[config.mk]
export PLATFORM = sky130hd
export DESIGN_NAME = mfp_ahb_audio_cmd_master
export DESIGN_NICKNAME = d
export VERILOG_FILES = /design/src/rtl/mfp_ahb_audio_cmd_master.sv
export SDC_FILE = /design/constraint.sdc
export NUM_CORES = 1
export LEC_CHECK = 0
export ABC_AREA = 1
export CAP_MARGIN = 20
export CORE_MARGIN = 2
export CORE_UTILIZATION = 50
export DETAILED_ROUTE_END_ITERATION = 12
export MAX_ROUTING_LAYER = met4
export PLACE_DENSITY = 0.81
export SYNTH_ARGS = -nofsm -noshare
export SYNTH_HDL_FRONTEND = slang
export SYNTH_SLANG_ARGS = --single-unit
[constraint.sdc]
create_clock -name HCLK -period 6.1 [get_ports HCLK]
set_clock_uncertainty 0.1 [all_clocks]
set_input_delay 0.915 -clock HCLK [delete_from_list [all_inputs] [get_ports HCLK]]
set_output_delay 0.915 -clock HCLK [all_outputs]
set_load 0.005 [all_outputs]
[src/rtl/mfp_ahb_audio_cmd_master.sv]
// AHB-Lite initiator: queues sound commands and turns each into a bus write to the
// audio peripheral. Auto-channel plays first read STATUS to find a free channel.
module mfp_ahb_audio_cmd_master #(
   parameter int          FIFO_DEPTH  = 4,
   parameter logic [31:0] BASE_ADDR   = 32'h1F30_0000,
   parameter logic [3:0]  SOUNDFX_OFF = 4'h0,
   parameter logic [3:0]  STATUS_OFF  = 4'h8
) (
   input  logic        HCLK,
   input  logic        HRESETn,
   input  logic        req_valid,
   output logic        req_ready,
   input  logic [1:0]  req_op,
   input  logic [4:0]  req_sfx,
   input  logic [3:0]  req_chmask,
   output logic [31:0] HADDR,
   output logic [1:0]  HTRANS,
   output logic        HWRITE,
   output logic [2:0]  HSIZE,
   output logic [31:0] HWDATA,
   input  logic [31:0] HRDATA,
   input  logic        HREADY,
   input  logic        HRESP,
   output logic        busy,
   output logic        done_pulse,
   output logic        drop_pulse,
   output logic        err_pulse
);

   localparam int AW = $clog2(FIFO_DEPTH);
   localparam logic [1:0] OP_PLAY   = 2'd0;
   localparam logic [1:0] OP_STOP   = 2'd1;
   localparam logic [1:0] OP_PAUSE  = 2'd2;
   localparam logic [1:0] OP_RESUME = 2'd3;
   localparam logic [1:0] TR_IDLE   = 2'b00;
   localparam logic [1:0] TR_NONSEQ = 2'b10;
   localparam logic [31:0] ADDR_SFX  = BASE_ADDR + {28'd0, SOUNDFX_OFF};
   localparam logic [31:0] ADDR_STAT = BASE_ADDR + {28'd0, STATUS_OFF};

   typedef enum logic [2:0] {IDLE, RD_A, RD_D, WR_A, WR_D} state_t;
   state_t state;

   logic [10:0]   mem [FIFO_DEPTH];
   logic [AW-1:0] wr_ptr, rd_ptr;
   logic [AW:0]   count;
   logic          ready_q;
   logic          full, push, pop;
   logic [1:0]    head_op;
   logic [4:0]    head_sfx;
   logic [3:0]    head_mask, cmd_mask, rd_free, rd_low;
   logic [27:0]   unused_rdata;

   function automatic logic [31:0] fmt_wdata(input logic [1:0] op, input logic [4:0] sfx,
                                             input logic [3:0] m);
      fmt_wdata = '0;
      case (op)
         OP_PLAY:   fmt_wdata = {m, 23'd0, sfx};
         OP_STOP:   fmt_wdata[3:0] = m;
         OP_RESUME: fmt_wdata[7:4] = m;
         OP_PAUSE:  fmt_wdata[11:8] = m;
         default:   fmt_wdata = '0;
      endcase
   endfunction

   assign full      = (count == (AW+1)'(FIFO_DEPTH));
   assign req_ready = ready_q && !full;
   assign push      = req_valid && req_ready;
   assign {head_op, head_sfx, head_mask} = mem[rd_ptr];
   assign rd_free      = HRDATA[3:0];
   assign rd_low       = rd_free & 4'(~rd_free + 4'd1);
   assign unused_rdata = HRDATA[31:4];
   assign HSIZE        = 3'b010;
   assign busy         = (state != IDLE) || (count != '0);

   // A command leaves the FIFO on the same edge it finishes (done, drop or error).
   assign pop = ((state == WR_D) && (HRESP || HREADY)) ||
                ((state == RD_D) && (HRESP || (HREADY && rd_free == 4'd0)));

   always_ff @(posedge HCLK) begin
      if (push) mem[wr_ptr] <= {req_op, req_sfx, req_chmask};
   end

   always_ff @(posedge HCLK or negedge HRESETn) begin
      if (!HRESETn) begin
         wr_ptr  <= '0;
         rd_ptr  <= '0;
         count   <= '0;
         ready_q <= 1'b0;
      end else begin
         ready_q <= 1'b1;
         if (push) wr_ptr <= wr_ptr + 1'b1;
         if (pop)  rd_ptr <= rd_ptr + 1'b1;
         if (push && !pop)      count <= count + 1'b1;
         else if (pop && !push) count <= count - 1'b1;
      end
   end

   always_ff @(posedge HCLK or negedge HRESETn) begin
      if (!HRESETn) begin
         state      <= IDLE;
         HADDR      <= '0;
         HTRANS     <= TR_IDLE;
         HWRITE     <= 1'b0;
         HWDATA     <= '0;
         cmd_mask   <= '0;
         done_pulse <= 1'b0;
         drop_pulse <= 1'b0;
         err_pulse  <= 1'b0;
      end else begin
         done_pulse <= 1'b0;
         drop_pulse <= 1'b0;
         err_pulse  <= 1'b0;
         case (state)
            IDLE: if (count != '0) begin
               cmd_mask <= head_mask;
               HTRANS   <= TR_NONSEQ;
               if (head_op == OP_PLAY && head_mask == 4'd0) begin
                  state  <= RD_A;
                  HADDR  <= ADDR_STAT;
                  HWRITE <= 1'b0;
               end else begin
                  state  <= WR_A;
                  HADDR  <= (head_op == OP_PLAY) ? ADDR_SFX : ADDR_STAT;
                  HWRITE <= 1'b1;
               end
            end
            RD_A: if (HREADY) begin
               HTRANS <= TR_IDLE;
               state  <= RD_D;
            end
            RD_D: if (HRESP) begin
               err_pulse <= 1'b1;
               state     <= IDLE;
            end else if (HREADY) begin
               if (rd_free == 4'd0) begin
                  drop_pulse <= 1'b1;
                  state      <= IDLE;
               end else begin
                  cmd_mask <= rd_low;
                  HTRANS   <= TR_NONSEQ;
                  HADDR    <= ADDR_SFX;
                  HWRITE   <= 1'b1;
                  state    <= WR_A;
               end
            end
            WR_A: if (HREADY) begin
               HTRANS <= TR_IDLE;
               HWDATA <= fmt_wdata(head_op, head_sfx, cmd_mask);
               state  <= WR_D;
            end
            WR_D: if (HRESP) begin
               err_pulse <= 1'b1;
               state     <= IDLE;
            end else if (HREADY) begin
               done_pulse <= 1'b1;
               state      <= IDLE;
            end
            default: state <= IDLE;
         endcase
      end
   end

endmodule

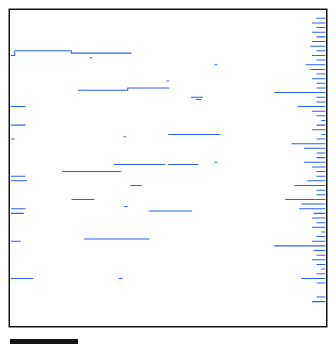
Figure 1: run 1, met3 routing.
The bar under the picture is 20 um long.
wire length on this layer: 431 um
nets with wire on the layer: 79
share of all routed wire: 6.4%
main direction: horizontal

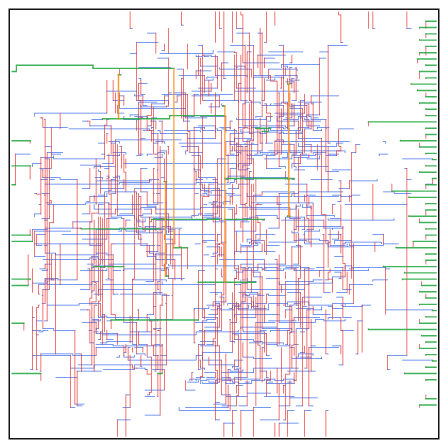
Figure 2: run 1, routed metal, one colour a layer.
legend:
  green:
    layer: metal 3
    wire_length: 431 um
  orange:
    layer: metal 4
    wire_length: 135 um
  blue:
    layer: metal 1
    wire_length: 2,850 um
  red:
    layer: metal 2
    wire_length: 3,350 um

==> run notes, run 1 <==
The run finished with clean final reports. The number of global-route vias before repair was 2,417. Counting I/O delays and the setup requirement, the final critical path takes 2.78 ns. The report puts the cell count of the worst reg-to-reg path at 10. The number of unique standard cell types used by synthesis came out at 34.

The run gives 436 mW/mm2 for the power per standard cell area. The switching part of the total came out at 37.7%. For this block, wires on met1 add up to 2850 um. The run gives 50 for the number of port buffers. The final layout reports a setup TNS of 0 ns.

Timing would allow up to 360 MHz. Checking max transition, the worst relative margin is 28.2%. The xor/xnor share of the synthesized area works out to 0.894%.

The tools report the starting density of the core as 51.2%. The synthesized netlist was found by Yosys to have 387 cells. The synthesized-area fraction occupied by ao, oa, aoi and oai cells was 8.30%. After clock tree synthesis, the repair step resized 0 gates.

After clock tree synthesis, the setup repair step added 0 buffers. In the synthesized netlist the async set-or-reset flop fraction comes to 46.3%. Highest-delay cell along the critical path: sky130_fd_sc_hd__clkdlybuf4s50_1.

The number of rows in the core area was 32. Number of buffers added to fix hold violations after cts: 0. The run gives 82 as the flop count. The run gives 4.83 for the number of vias per cell. The tools report the start point of the critical path as state[1]$_DFFE_PN0P_.

The logs give 36.8% for the combinational group share of total power and 58.0% for the part of the Yosys area used for sequential elements. The number of register bits inferred by synthesis came out at 82. The run gives 20.5% for the share of power burned in the clock network. The most frequent cell after synthesis was sky130_fd_sc_hd__nand2_1. Maximum fanout along the worst path: 5. The library cells used most frequently in the layout, excluding fill and tap cells, are sky130_fd_sc_hd__nand2_1 (75), sky130_fd_sc_hd__clkdlybuf4s50_1 (49), sky130_fd_sc_hd__conb_1 (45). Uppermost metal layer occupied by signal nets: met4. The run gives 44 for the flip-flop count of the largest register, all copies and words added. The first global-routing pass estimated 11,400 um of wire. The run gives 102 as the tap cell instance count. The run gives 0.176 mV as the maximum ir drop on the vdd rail.

The count of H-tree levels built during CTS came out at 3. Measured against the total synthesized area, the mux share comes to 0.287%. The final timing summary puts the cycle share of the worst path at 45.5%. In this run the maximum-capacitance check reported violations numbering 0. The non-clock buffer contribution to total cell area was 11.1%.

For reference, the top cells by area after synthesis are sky130_fd_sc_hd__edfxtp_1 (34%), sky130_fd_sc_hd__dfrtp_1 (24%), sky130_fd_sc_hd__buf_4 (10%). For the detailed-placement wirelength estimate, the log shows 4850 um. The worst-case reg-to-reg setup slack stands at 3.37 ns.

The clock network area share came out at 4.41%. The final count of negative-setup-slack endpoints was 0; the die height was 92.5 um. Before any placement, the netlist area is recorded as 0.00392 mm2.

After global routing, the most crowded layer is met2. The critical path ends at busy. Per the synthesis report, the adder-cell share of the synthesized area is 3.38%.

The commonest cells after synthesis are sky130_fd_sc_hd__nand2_1 (75), sky130_fd_sc_hd__buf_4 (52), sky130_fd_sc_hd__edfxtp_1 (44). Yosys printed 0 warnings. In this run the critical path is formed by nor2_1 -> nand2_1 -> inv_1 -> nand3_1 -> clkdlybuf4s50_1. In the detailed route, the total length drawn on met2 is 3350 um. The horizontal die dimension reported for this design is 92.5 um. Entering global routing, the biggest net connects 39 pins. The cell class with the largest area share is registers.

The count of multi-input gates is 251. The final timing report lists a hold violation count of 0. Summed over its instances, the top area cell type makes up 33.7% of the synthesized netlist area. Per the detailed-route log, wirelength across all metal layers totals 6770 um. The gate family responsible for the most delay along the worst path is buffers and inverters. The count of nets left with antenna violations once routing finished came out at 0.

More flip-flops sit in one register than any other, and that register is mem. The initial antenna violation count is 0. The worst setup path is launched from a flop. The pin closest to its max-slew limit shows a slew of 1.07 ns. The final antenna diode tally reported by the flow is 0.

The maximum number of buffers from clock root to sink is 2. Routing resource usage on met2 recorded by global route was 28.3%. The most numerous logic cell after layout is sky130_fd_sc_hd__nand2_1.

Max-slew check failures listed in the final report amount to 0. Class of the most critical setup path: reg2out. Hold analysis lists the worst path endpoint as HWDATA[2]$_DFFE_PN0P_. The CTS log lists the clock sinks for this run as 82. The logs give 1.76 ns for the data arrival time at the worst-slack endpoint and 22.0% for the met1 track utilization from global routing. Number of flops mapped to enable cells by yosys: 44. STA lists the endpoint of the worst register-to-register path as HWDATA[6]$_DFFE_PN0P_.

Across all hold checks on the routed design, the worst slack comes to 0.395 ns. TritonCTS built the clock tree. Per the log, the first TritonRoute iteration ended with a DRC count of 119. Cell internal power was estimated by the tool at 0.00121 W.

Per the run report, area growth between synthesis and finish was 13.8%. Global routing met3 resource utilization: 4.23%. For the worst reg-to-reg path, the startpoint reported by OpenROAD is rd_ptr[0]$_DFFE_PN0P_.

The fraction of power consumed by sequential logic was 42.7%; the clock-pin slew on the worst setup and hold paths was 0.09 ns. The finished design was reported to have a net count of 488. The total area of multi-input combinational cells was 0.00123 mm2.

Type of the worst min-delay path: reg2reg. Setup repair after global routing left no endpoint under its margin. Per the synth stats, the flop cell with the highest instance count is sky130_fd_sc_hd__edfxtp_1. The critical path contains buffers and inverters numbering 2 combined. Cell depth of the worst min-delay path: 2. CTS added clock buffers totalling 9. After floorplanning, the core was sized to cover 0.00765 mm2.

The run gives 0 for the post-route DRC violation count. With the total leakage power at 1.91 nW, the placer's final routability congestion estimate is 0.848. The number of warnings reported in the stage logs is 60. For this design the top-level I/O count stands at 123. Summing over every cut layer, the via total after detailed routing is 2,590.

The global routing report lists combined usage of all routing layers as 17.7%. The tools report the cell at the root of the clock tree as sky130_fd_sc_hd__clkbuf_8. The layout report gives the multi-input gate share of total cell area as 27.6%.

STA classifies the critical path endpoint as an output port. By area, the combinational part of the netlist is dominated by buffers and inverters. Maximum cell stage delay along the critical path: 0.50 ns.

The synthesized design spends more area on one cell type than any other, namely sky130_fd_sc_hd__edfxtp_1. Recorded from the global router log, the overflow total was 0. In the final layout, the registers with the most flip-flops are mem: 44 flops, HWDATA: 16 flops, cmd_mask: 4 flops. According to the report, the first pass of detailed routing completed in 4 iterations. The required time of the worst setup path was 5.08 ns.

The routed design uses 431 um of met3 wire. After floorplanning, the die was sized to cover 0.00856 mm2. Per the OpenROAD power report, switching power amounts to 0.000733 W. The non-clock inverters instantiated in the layout total 36.

The mean instance size in the synthesized netlist came out at 10.1 um2. The run gives 0.00392 mm2 as the chip area estimate from yosys synthesis. The tools report the start point of the worst min-delay path as HWDATA[2]$_DFFE_PN0P_.

Per the synthesis report, the simple-gate share of the synthesized area is 14.3%. For the clock latency of the later-clocked register in the worst-skew pair, the log shows 0.35 ns. Synthesis produced 387 cells. Per the layout report, the design carries 50 non-clock buffers.

Per the layout report, the design carries 9 clock buffers. The cell depth of the worst setup path was 5; the average wire per cell in the routed design was 12.6 um. Register area: 0.00227 mm2. Of the cells placed in the final design, the portion with a size suffix greater than 1 is 6.45%.
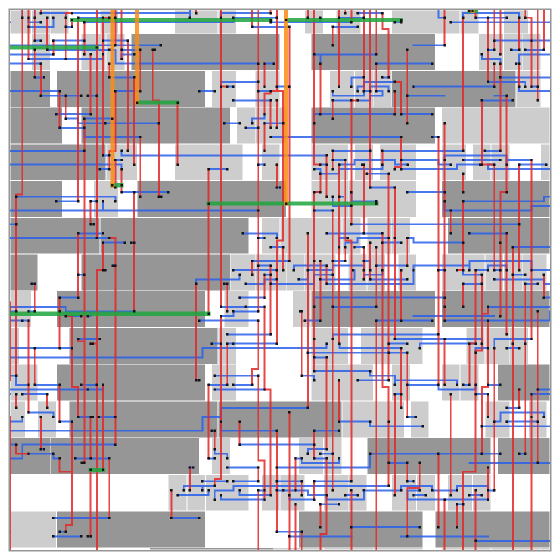
Figure 3: run 1, a small window of the routed layout.
Window x 26 to 66, y 8 to 48 um. Cells in grey, sequential cells in the stronger grey; small squares are vias.
legend:
  red:
    layer: metal 2
  blue:
    layer: metal 1
  green:
    layer: metal 3
  orange:
    layer: metal 4
sequential cells in the window: 25
most frequent: nand2_1 (30), o21ai_0 (19), edfxtp_1 (14)
netlist names of flops here include: `mem` (14), `HWDATA` (8), `cmd_mask` (3)
cells with their middle in the window: 115

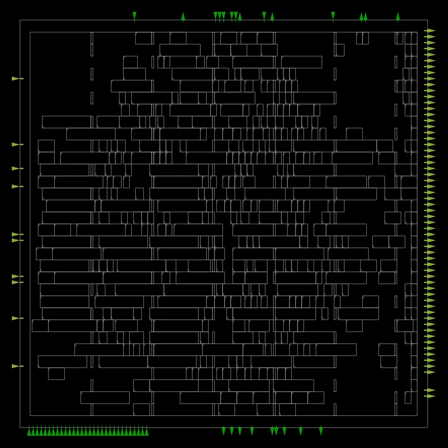
Figure 4: run 1, cell outlines without signal wires.
number of filler instances in the final layout: 675
sequential share of cell area: 51.0%
Layout Utilization: 58.3%

## run 1: power groups by stage
stage | Combinational (W) | Sequential, W | Clock [W]
finish | 0.000716 | 0.000830 | 0.000398
global route | 0.000830 | 0.000850 | 0.000431
CTS | 0.000722 | 0.000832 | 0.000404
detailed placement | 0.000717 | 0.000844 | 0
global placement | 0.000689 | 0.000840 | 0
floorplan | 0.000525 | 0.000800 | 0
## run 1: stage by stage
stage	cells	total power, W	worst slack, ns	instance area [um2]
final	536	0.00194	3.32	4460
after global routing	536	0.00211	3.04	4460
after CTS	536	0.00196	3.30	4460
after detailed placement	521	0.00156	3.01	4260
after global placement	521	0.00153	3.04	4260
after floorplan	430	0.00133	3.62	4080
Figure 5. Clock network drawn from the DEF (run 1).
The bar under the picture is 20 um long.
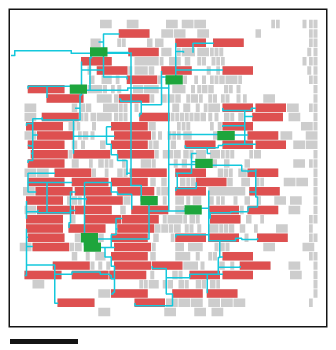

==> inputs of run 2 (changes only) <==
--- a/config.mk
+++ b/config.mk
@@ -8,10 +8,10 @@
 export ABC_AREA = 1
 export CAP_MARGIN = 20
 export CORE_MARGIN = 2
-export CORE_UTILIZATION = 50
+export CORE_UTILIZATION = 47
 export DETAILED_ROUTE_END_ITERATION = 12
 export MAX_ROUTING_LAYER = met4
-export PLACE_DENSITY = 0.81
+export PLACE_DENSITY = 0.77
 export SYNTH_ARGS = -nofsm -noshare
 export SYNTH_HDL_FRONTEND = slang
 export SYNTH_SLANG_ARGS = --single-unit
==> constraint.sdc (replaced) <==
create_clock -name HCLK -period 2.6 [get_ports HCLK]
set_clock_uncertainty 0.1 [all_clocks]
set_input_delay 0.39 -clock HCLK [delete_from_list [all_inputs] [get_ports HCLK]]
set_output_delay 0.39 -clock HCLK [all_outputs]
set_load 0.005 [all_outputs]
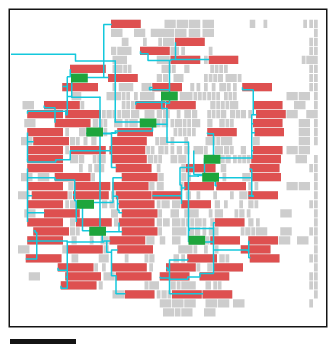
Figure 6: run 2, clock network drawn from the DEF.
The bar under the picture is 20 um long.
legend:
  red:
    item: flip-flops
    count: 82
  cyan:
    item: clock wires
    length: 789 um
  green:
    item: clock drivers
    count: 9
routed clock nets: 10

==> run notes, run 2 <==
For the register area, the log shows 0.00227 mm2 (unchanged). The cell at the root of the clock tree was sky130_fd_sc_hd__clkbuf_8 (unchanged). The tools report the start point of the critical path as count[0]$_DFFE_PN0P_ (was state[1]$_DFFE_PN0P_). The non-clock buffer contribution to total cell area works out to 13.1% (was 11.1%). For the maximum number of buffers from clock root to sink, the log shows 2 (unchanged). The clock buffer count from CTS is 9 (unchanged). The clock buffer count in the final layout is 10 (was 9). Cell-by-cell trace of the critical path: nor2_1 -> a21boi_0 -> nand2_2 -> inv_1 -> ha_1 -> inv_1 -> fa_1 -> a21oi_1 -> o21ai_0 -> xor2_1 (was nor2_1 -> nand2_1 -> inv_1 -> nand3_1 -> clkdlybuf4s50_1). The tools report the total count of max-transition violations in the final report as 0 (unchanged). Setup repair after global routing left no endpoint under its margin. The biggest combinational cell group after synthesis was buffers and inverters (unchanged).

The switching part of the total works out to 38.3% (was 37.7%). The tools report the post-layout total power as 0.00458 W (was 0.00194 W). The utilization of the core after routing was 55.8% (was 58.3%); the sum of routed wire length over all layers was 7060 um (was 6770 um). The total of max-cap violations came out at 0 (unchanged). The relative slew slack is 43.9% (was 28.2%). With the flip-flop count of the largest register, all copies and words added at 44 (unchanged), the clock-pin slew on the worst setup and hold paths is 0.08 ns (was 0.09 ns).

Maximum number of pins on one net before global-route repair: 39 (unchanged). Layer carrying the most global-route usage: met2 (unchanged). The reg-to-reg setup timing slack is 0.24 ns (was 3.37 ns). Top cells, area: sky130_fd_sc_hd__edfxtp_1 (34%), sky130_fd_sc_hd__dfrtp_1 (24%), sky130_fd_sc_hd__buf_4 (10%) (unchanged). The number of gates resized after CTS is 0 (unchanged), and the synthesized-area fraction occupied by ao, oa, aoi and oai cells is 8.30% (unchanged).

Number of port buffers: 50 (unchanged). Maximum cell stage delay along the critical path: 0.43 ns (was 0.50 ns). The logs give 19.0% (was 22.0%) for the met1 track utilization from global routing and 88 (was 119) for the DRC marker count from the first detailed-route iteration. TritonCTS built the clock tree. The run gives 33 (was 32) for the number of rows in the core area. The number of non-filler instances in the completed layout came out at 553 (was 536). The type of element launching the critical path was a flop (unchanged). Top library cells by usage in the layout, fill and taps aside: sky130_fd_sc_hd__nand2_1 (74), sky130_fd_sc_hd__clkdlybuf4s50_1 (49), sky130_fd_sc_hd__conb_1 (45) (was sky130_fd_sc_hd__nand2_1 (75), sky130_fd_sc_hd__clkdlybuf4s50_1 (49), sky130_fd_sc_hd__conb_1 (45)). The tools report the end point of the critical path as count[2]$_DFFE_PN0P_ (was busy). The run gives 0.00123 mm2 (about the same) for the total area of multi-input combinational cells. The number of buffers added to fix hold violations after cts is 0 (unchanged). The switching power total was 0.00175 W (was 0.000733 W); the number of vias per cell was 4.76 (was 4.83). The capturing point of the worst reg2reg path is count[2]$_DFFE_PN0P_ (was HWDATA[6]$_DFFE_PN0P_). The number of global-route vias before repair is 2,469 (was 2,417), and the area added between synthesis and finish is 15.9% (was 13.8%). The cell class with the largest area share is registers (unchanged). The run gives 3 (unchanged) as the count of H-tree levels built during CTS. The total of fill cells in the finished design came out at 690 (was 675). The most numerous logic cell after layout was sky130_fd_sc_hd__nand2_1 (unchanged). The total leakage power is 1.95 nW (was 1.91 nW). The highest-delay cell along the critical path was sky130_fd_sc_hd__dfrtp_1 (was sky130_fd_sc_hd__clkdlybuf4s50_1). The non-clock buffer count in the final layout was 63 (was 50); the share of power burned in the clock network was 17.8% (was 20.5%).

The number of non-clock inverters in the layout came out at 36 (unchanged). The fraction of power consumed by sequential logic is 41.3% (was 42.7%). The mean instance size in the synthesized netlist is 10.1 um2 (unchanged).

The placed cell count is 537 (was 521). The clock network area share was 3.86% (was 4.41%); the width of the die was 95.3 um (was 92.5 um). The average wire per cell in the routed design works out to 12.8 um (was 12.6 um).

The run gives 0 (unchanged) as the post-CTS setup buffer count. The most frequent cell after synthesis was sky130_fd_sc_hd__nand2_1 (unchanged). The dominant cell type by area after synthesis was sky130_fd_sc_hd__edfxtp_1 (unchanged). The post-synthesis mux area share works out to 0.287% (unchanged). The most frequent cell on the critical path is sky130_fd_sc_hd__inv_1. Die area: 0.00908 mm2 (was 0.00856 mm2).

With the combinational group share of total power at 40.9% (was 36.8%), the tally of yosys warning messages is 0 (unchanged). The starting density of the core is 48.2% (was 51.2%). The most common flop cell mapped by yosys is sky130_fd_sc_hd__edfxtp_1 (unchanged). The first-pass detailed-route iteration total was 4 (unchanged).

The power in sequential cells came out at 0.00189 W (was 0.000830 W). The share of post-route cells with drive strength above 1 was 9.38% (was 6.45%); the final hold violation count was 0 (unchanged). The run gives 2.73 ns (was 5.08 ns) as the required time of the worst setup path. The logs give 251 (unchanged) for the count of multi-input gates and 387 (unchanged) for the cell count in the Yosys report.

The internal power is 0.00283 W (was 0.00121 W). The smallest clock period supported by the final layout is computed as 2.36 ns. The tools report the final count of negative-setup-slack endpoints as 0 (unchanged). The flow ran to the end, and the final reports show no timing, DRC or antenna violations. The post-synthesis cell area was 0.00392 mm2 (unchanged); the fraction of area in multi-input gates was 27.2% (was 27.6%). The tools report the power drawn by the combinational cells as 0.00187 W (was 0.000716 W). The largest register by flop count is mem (unchanged). The final critical path takes up 90.8% of the cycle.

The number of antenna repair diodes was 0 (unchanged). Async set-reset flop share out of synthesis: 46.3% (unchanged). The run gives 0 (unchanged) for the total global routing overflow. The highest attainable clock frequency was 423 MHz. Class of the most critical setup path: reg2reg (was reg2out).

The xor/xnor share of the synthesized area was 0.894% (unchanged). The minimum hold slack was 0.0445 ns (was 0.395 ns); the top-level I/O count was 123 (unchanged). The logs give 0.00392 mm2 (unchanged) for the chip area estimate from yosys synthesis and 34 (unchanged) for the number of unique standard cell types used by synthesis. Largest registers: mem: 44 flops, HWDATA: 16 flops, cmd_mask: 4 flops (unchanged). Number of register bits inferred by synthesis: 82 (unchanged).

The tools report the kind of end point of the critical path as a flop (was an output port). For the count of nets after finishing, the log shows 501 (was 488). The worst reg2reg path depth was 10 (unchanged). The post-route DRC violation count is 0 (unchanged).

The instance tally after logic synthesis came out at 387 (unchanged). The transition time at the pin with the least slew margin works out to 0.841 ns (was 1.07 ns). With the power in the clock group at 0.000814 W (was 0.000398 W), the flop count is 82 (unchanged). With the detailed-placement wirelength estimate at 5200 um (was 4850 um), the global routing met3 resource utilization is 3.40% (was 4.23%). The power group with the largest share was sequential cells (unchanged). Total via count in the routed design: 2,630 (was 2,590).

The run gives 58.0% (unchanged) as the part of the Yosys area used for sequential elements. The run gives 82 (unchanged) as the number of clock sinks. With the global-route wire length before repair at 11,300 um (was 11,400 um), the post-route standard cell area excluding fillers is 0.00454 mm2 (was 0.00446 mm2).

The tap cell instance count came out at 105 (was 102). The run gives 44 (unchanged) for the number of flops mapped to enable cells by yosys. The run gives 50.0% (was 51.0%) for the flop share of the area. The maximum ir drop on the vdd rail is 0.479 mV (was 0.176 mV).

Origin of the critical flop-to-flop path: count[0]$_DFFE_PN0P_ (was rd_ptr[0]$_DFFE_PN0P_). The slack of the critical path is 0.238 ns (was 3.32 ns). The met2 capacity usage during global routing is 29.6% (was 28.3%).

Area fraction in and, or, nand and nor cells after synthesis: 14.3% (unchanged). The final sum of negative setup slack is 0 ns (unchanged). The placer's final routability congestion estimate was 0.840 (was 0.848). With the area share of fa/ha/maj cells after synthesis at 3.38% (unchanged), the number of nets still failing antenna checks after routing is 0 (unchanged). The maximum fanout along the worst path was 6 (was 5); the area of placed instances was 0.00436 mm2 (was 0.00426 mm2). The share of the synthesized area in the top cell type came out at 33.7% (unchanged). Ranking of synthesized cells by instance count: sky130_fd_sc_hd__nand2_1 (75), sky130_fd_sc_hd__buf_4 (52), sky130_fd_sc_hd__edfxtp_1 (44) (unchanged).

The type of the worst min-delay path is in2async (was reg2reg). With the clock latency of the later-clocked register in the worst-skew pair at 0.35 ns (about the same), the initial antenna violation count is 0 (unchanged). The number of warnings the tools reported is 60 (unchanged). The pre-CTS setup slack was 0.0593 ns (was 3.01 ns); the overall global routing resource usage was 16.9% (was 17.7%).

The power per standard cell area was 1010 mW/mm2 (was 436 mW/mm2). For the data arrival time at the worst-slack endpoint, the log shows 2.49 ns (was 1.76 ns). With the die height at 95.3 um (was 92.5 um), the total core area is 0.00813 mm2 (was 0.00765 mm2).
==> run 2: cell counts after synthesis <==
Identical to the previous run, type by type.
==> run 2: worst max-delay path, delay by kind of cell (launching register included) <==
family / cells / cell delay (ns)
DFF: 1 / 0.43
AOI/OAI and AO/OA: 3 / 0.56
adders and majority gates: 2 / 0.56
and+or+nand+nor: 2 / 0.25
xor gates and xnor gates: 1 / 0.15
buffers and inverters: 2 / 0.21
==> run 2: routing by layer <==
metal  wire [um]  vias up
met3         455       15
met5           0        -
li1            -     1280
met2        3630      105
met4         141        0
met1        2840     1230
Figure 7. Cell outlines without signal wires (run 2).
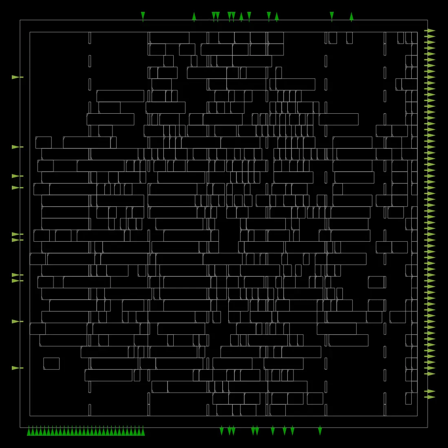

==> inputs of run 3 (changes only) <==
--- a/config.mk
+++ b/config.mk
@@ -7,7 +7,6 @@
 export LEC_CHECK = 0
 export ABC_AREA = 1
 export CAP_MARGIN = 20
-export CORE_MARGIN = 2
 export CORE_UTILIZATION = 47
 export DETAILED_ROUTE_END_ITERATION = 12
 export MAX_ROUTING_LAYER = met4
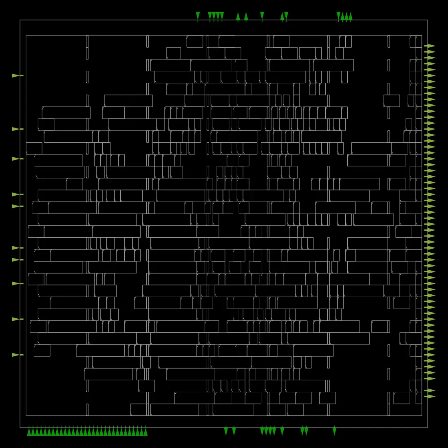
Figure 8: run 3, cell outlines without signal wires.
Flops: 82
sequential share of cell area: 50.2%

==> run notes, run 3 <==
The detailed-placement wirelength estimate came out at 5000 um (was 5200 um). For the post-CTS setup buffer count, the log shows 0 (unchanged). For the final count of negative-setup-slack endpoints, the log shows 0 (unchanged). Setup repair after global routing left no endpoint under its margin.

The run gives 0 (unchanged) as the number of antenna repair diodes. The most frequent cell after synthesis was sky130_fd_sc_hd__nand2_1 (unchanged). The routed length on met3 came out at 322 um (was 455 um). The gate family responsible for the most delay along the worst path was adder cells (unchanged). The run gives 387 (unchanged) for the cell count in the Yosys report.

Cell-by-cell trace of the critical path: nor2_1 -> a21boi_0 -> nand2_1 -> inv_1 -> ha_1 -> inv_1 -> fa_1 -> a21oi_1 -> o21ai_0 -> xor2_1 (was nor2_1 -> a21boi_0 -> nand2_2 -> inv_1 -> ha_1 -> inv_1 -> fa_1 -> a21oi_1 -> o21ai_0 -> xor2_1). The tools report the fraction of power consumed by sequential logic as 41.9% (was 41.3%). The count of multi-input gates was 251 (unchanged); the total of max-cap violations was 0 (unchanged). The tools report the number of rows in the core area as 32 (was 33). The routed length on met1 is 3060 um (was 2840 um). The largest register by flop count was mem (unchanged). The number of non-filler instances in the completed layout was 549 (was 553).

The number of non-clock inverters in the layout works out to 36 (unchanged). The run finished with clean final reports. The data arrival time at the worst-slack endpoint came out at 2.43 ns (was 2.49 ns).

The highest-delay cell along the critical path was sky130_fd_sc_hd__dfrtp_1 (unchanged). The run gives 4.69 (was 4.76) for the number of vias per cell. The top-level I/O count came out at 123 (unchanged). The tools report the clock buffer count from CTS as 9 (unchanged). The run gives 0.00789 mm2 (was 0.00813 mm2) for the total core area. The die height was 93.3 um (was 95.3 um). The cell class with the largest area share is registers (unchanged).

The logs give 0.00227 mm2 (unchanged) for the register area and 58.0% (unchanged) for the part of the Yosys area used for sequential elements. The number of gates resized after CTS is 0 (unchanged). The transition time at the pin with the least slew margin works out to 0.843 ns (was 0.841 ns). The chip area estimate from yosys synthesis is 0.00392 mm2 (unchanged), and the met2 capacity usage during global routing is 28.7% (was 29.6%). The logs give 0 (unchanged) for the initial antenna violation count and 17.9% (was 16.9%) for the overall global routing resource usage.

For the minimum hold slack, the log shows 0.0356 ns (was 0.0445 ns). The power in the clock group is 0.000794 W (was 0.000814 W). The run gives 17.6% (was 17.8%) for the share of power burned in the clock network. For the count of nets after finishing, the log shows 500 (was 501). Instance tally after logic synthesis: 387 (unchanged).

The run gives 10 (unchanged) for the worst reg2reg path depth. For the maximum ir drop on the vdd rail, the log shows 0.486 mV (was 0.479 mV). The start point of the critical path was count[0]$_DFFE_PN0P_ (unchanged). The tools report the DRC marker count from the first detailed-route iteration as 135 (was 88). The run gives 0 (unchanged) for the post-route DRC violation count. The tools report the starting density of the core as 49.7% (was 48.2%). Largest registers: mem: 44 flops, HWDATA: 16 flops, cmd_mask: 4 flops (unchanged).

The tools report the maximum number of pins on one net before global-route repair as 39 (unchanged). The maximum cell stage delay along the critical path works out to 0.41 ns (was 0.43 ns). The tally of yosys warning messages is 0 (unchanged), and the mean instance size in the synthesized netlist is 10.1 um2 (unchanged). Relative slew slack: 43.8% (was 43.9%). The maximum fanout along the worst path works out to 6 (unchanged). The logs give 57.3% (was 55.8%) for the utilization of the core after routing and 3460 um (was 3630 um) for the met2 routed wirelength. The run gives 0.00123 mm2 (about the same) for the total area of multi-input combinational cells. The run gives 11,400 um (was 11,300 um) for the global-route wire length before repair.

For the total count of max-transition violations in the final report, the log shows 0 (unchanged). Global routing met3 resource utilization: 3.74% (was 3.40%). The total global routing overflow is 0 (unchanged), and the final critical delay including setup and external delays is 2.30 ns (was 2.36 ns). The non-clock buffer contribution to total cell area was 12.9% (was 13.1%); the number of register bits inferred by synthesis was 82 (unchanged). The run gives 0.793 (was 0.840) as the placer's final routability congestion estimate.

The clock network area share came out at 3.74% (was 3.86%). The uppermost metal layer occupied by signal nets was met4 (unchanged). The cell at the root of the clock tree is sky130_fd_sc_hd__clkbuf_8 (unchanged).

The logs give 0.00183 W (was 0.00187 W) for the power drawn by the combinational cells and 40.5% (was 40.9%) for the combinational group share of total power. The tools report the count of H-tree levels built during CTS as 3 (unchanged). The most frequent cell on the critical path was sky130_fd_sc_hd__inv_1 (unchanged). The tools report the final hold violation count as 0 (unchanged).

The tools report the internal power as 0.00280 W (was 0.00283 W). The fraction of area in multi-input gates was 27.3% (was 27.2%). Total leakage power: 1.95 nW (about the same).

The number of global-route vias before repair was 2,460 (was 2,469). The run gives 0.00189 W (about the same) as the power in sequential cells. The number of flops mapped to enable cells by yosys was 44 (unchanged). The run gives 0.35 ns (about the same) for the clock latency of the later-clocked register in the worst-skew pair. The most numerous logic cell after layout was sky130_fd_sc_hd__nand2_1 (unchanged). The capturing point of the worst reg2reg path was count[2]$_DFFE_PN0P_ (unchanged). The total of fill cells in the finished design was 661 (was 690); the total via count in the routed design was 2,576 (was 2,630).

The run gives 0 (unchanged) for the number of nets still failing antenna checks after routing. The layer carrying the most global-route usage was met2 (unchanged). Type of element launching the critical path: a flop (unchanged).

The number of buffers added to fix hold violations after cts is 0 (unchanged). The share of post-route cells with drive strength above 1 came out at 9.17% (was 9.38%). The power group with the largest share is sequential cells (unchanged).

The end point of the critical path is count[2]$_DFFE_PN0P_ (unchanged). The run gives 44 (unchanged) for the flip-flop count of the largest register, all copies and words added. The average wire per cell in the routed design is 12.6 um (was 12.8 um). With the area of placed instances at 0.00435 mm2 (was 0.00436 mm2), the number of port buffers is 50 (unchanged). The async set-reset flop share out of synthesis is 46.3% (unchanged). The run gives 998 mW/mm2 (was 1010 mW/mm2) for the power per standard cell area. The die area is 0.00871 mm2 (was 0.00908 mm2). The origin of the critical flop-to-flop path was count[0]$_DFFE_PN0P_ (unchanged). The share of the synthesized area in the top cell type is 33.7% (unchanged). The tools report the maximum number of buffers from clock root to sink as 2 (unchanged). The type of the worst min-delay path is in2async (unchanged). Most common flop cell mapped by yosys: sky130_fd_sc_hd__edfxtp_1 (unchanged).

The area added between synthesis and finish is 15.4% (was 15.9%). The first-pass detailed-route iteration total is 4 (unchanged), and the post-synthesis cell area is 0.00392 mm2 (unchanged). The run gives 436 MHz (was 423 MHz) for the highest attainable clock frequency.

The run gives 21.6% (was 19.0%) as the met1 track utilization from global routing. The clock-pin slew on the worst setup and hold paths is 0.08 ns (about the same). The width of the die is 93.3 um (was 95.3 um), and the final sum of negative setup slack is 0 ns (unchanged). Tap cell instance count: 102 (was 105). The sum of routed wire length over all layers was 6940 um (was 7060 um). The number of warnings the tools reported was 60 (unchanged). With the required time of the worst setup path at 2.74 ns (was 2.73 ns), the placed cell count is 533 (was 537). Number of clock sinks: 82 (unchanged).
-- run 3: cell types whose count changed in the layout (fill, tap and decap cells not counted), sizes merged --
cell    delta
clkinv     +4
buf        -1
clkbuf     -1
inv        -3
-- run 3: metrics by stage --
stage	setup WS [ns]	power (W)
2_1_floorplan	0.453	0.00311
3_3_place_gp	0.115	0.00370
3_5_place_dp	0.0295	0.00376
4_1_cts	0.275	0.00456
5_1_grt	0.0676	0.00489
6_report	0.305	0.00451
-- run 3: logic make-up (layout without fill, tap and decap cells) --
family	after synthesis	after routing	synth area share [%]
DFF	82	82	58.0
muxes	1	1	0.287
xor gates and xnor gates	4	4	0.894
and+or+nand+nor	134	134	14.3
other	2	45	0.192
adders and majority gates	10	10	3.38
AOI/OAI and AO/OA	57	57	8.30
buffers and inverters	97	114	14.7
Power and IR drop assume default switching activity.
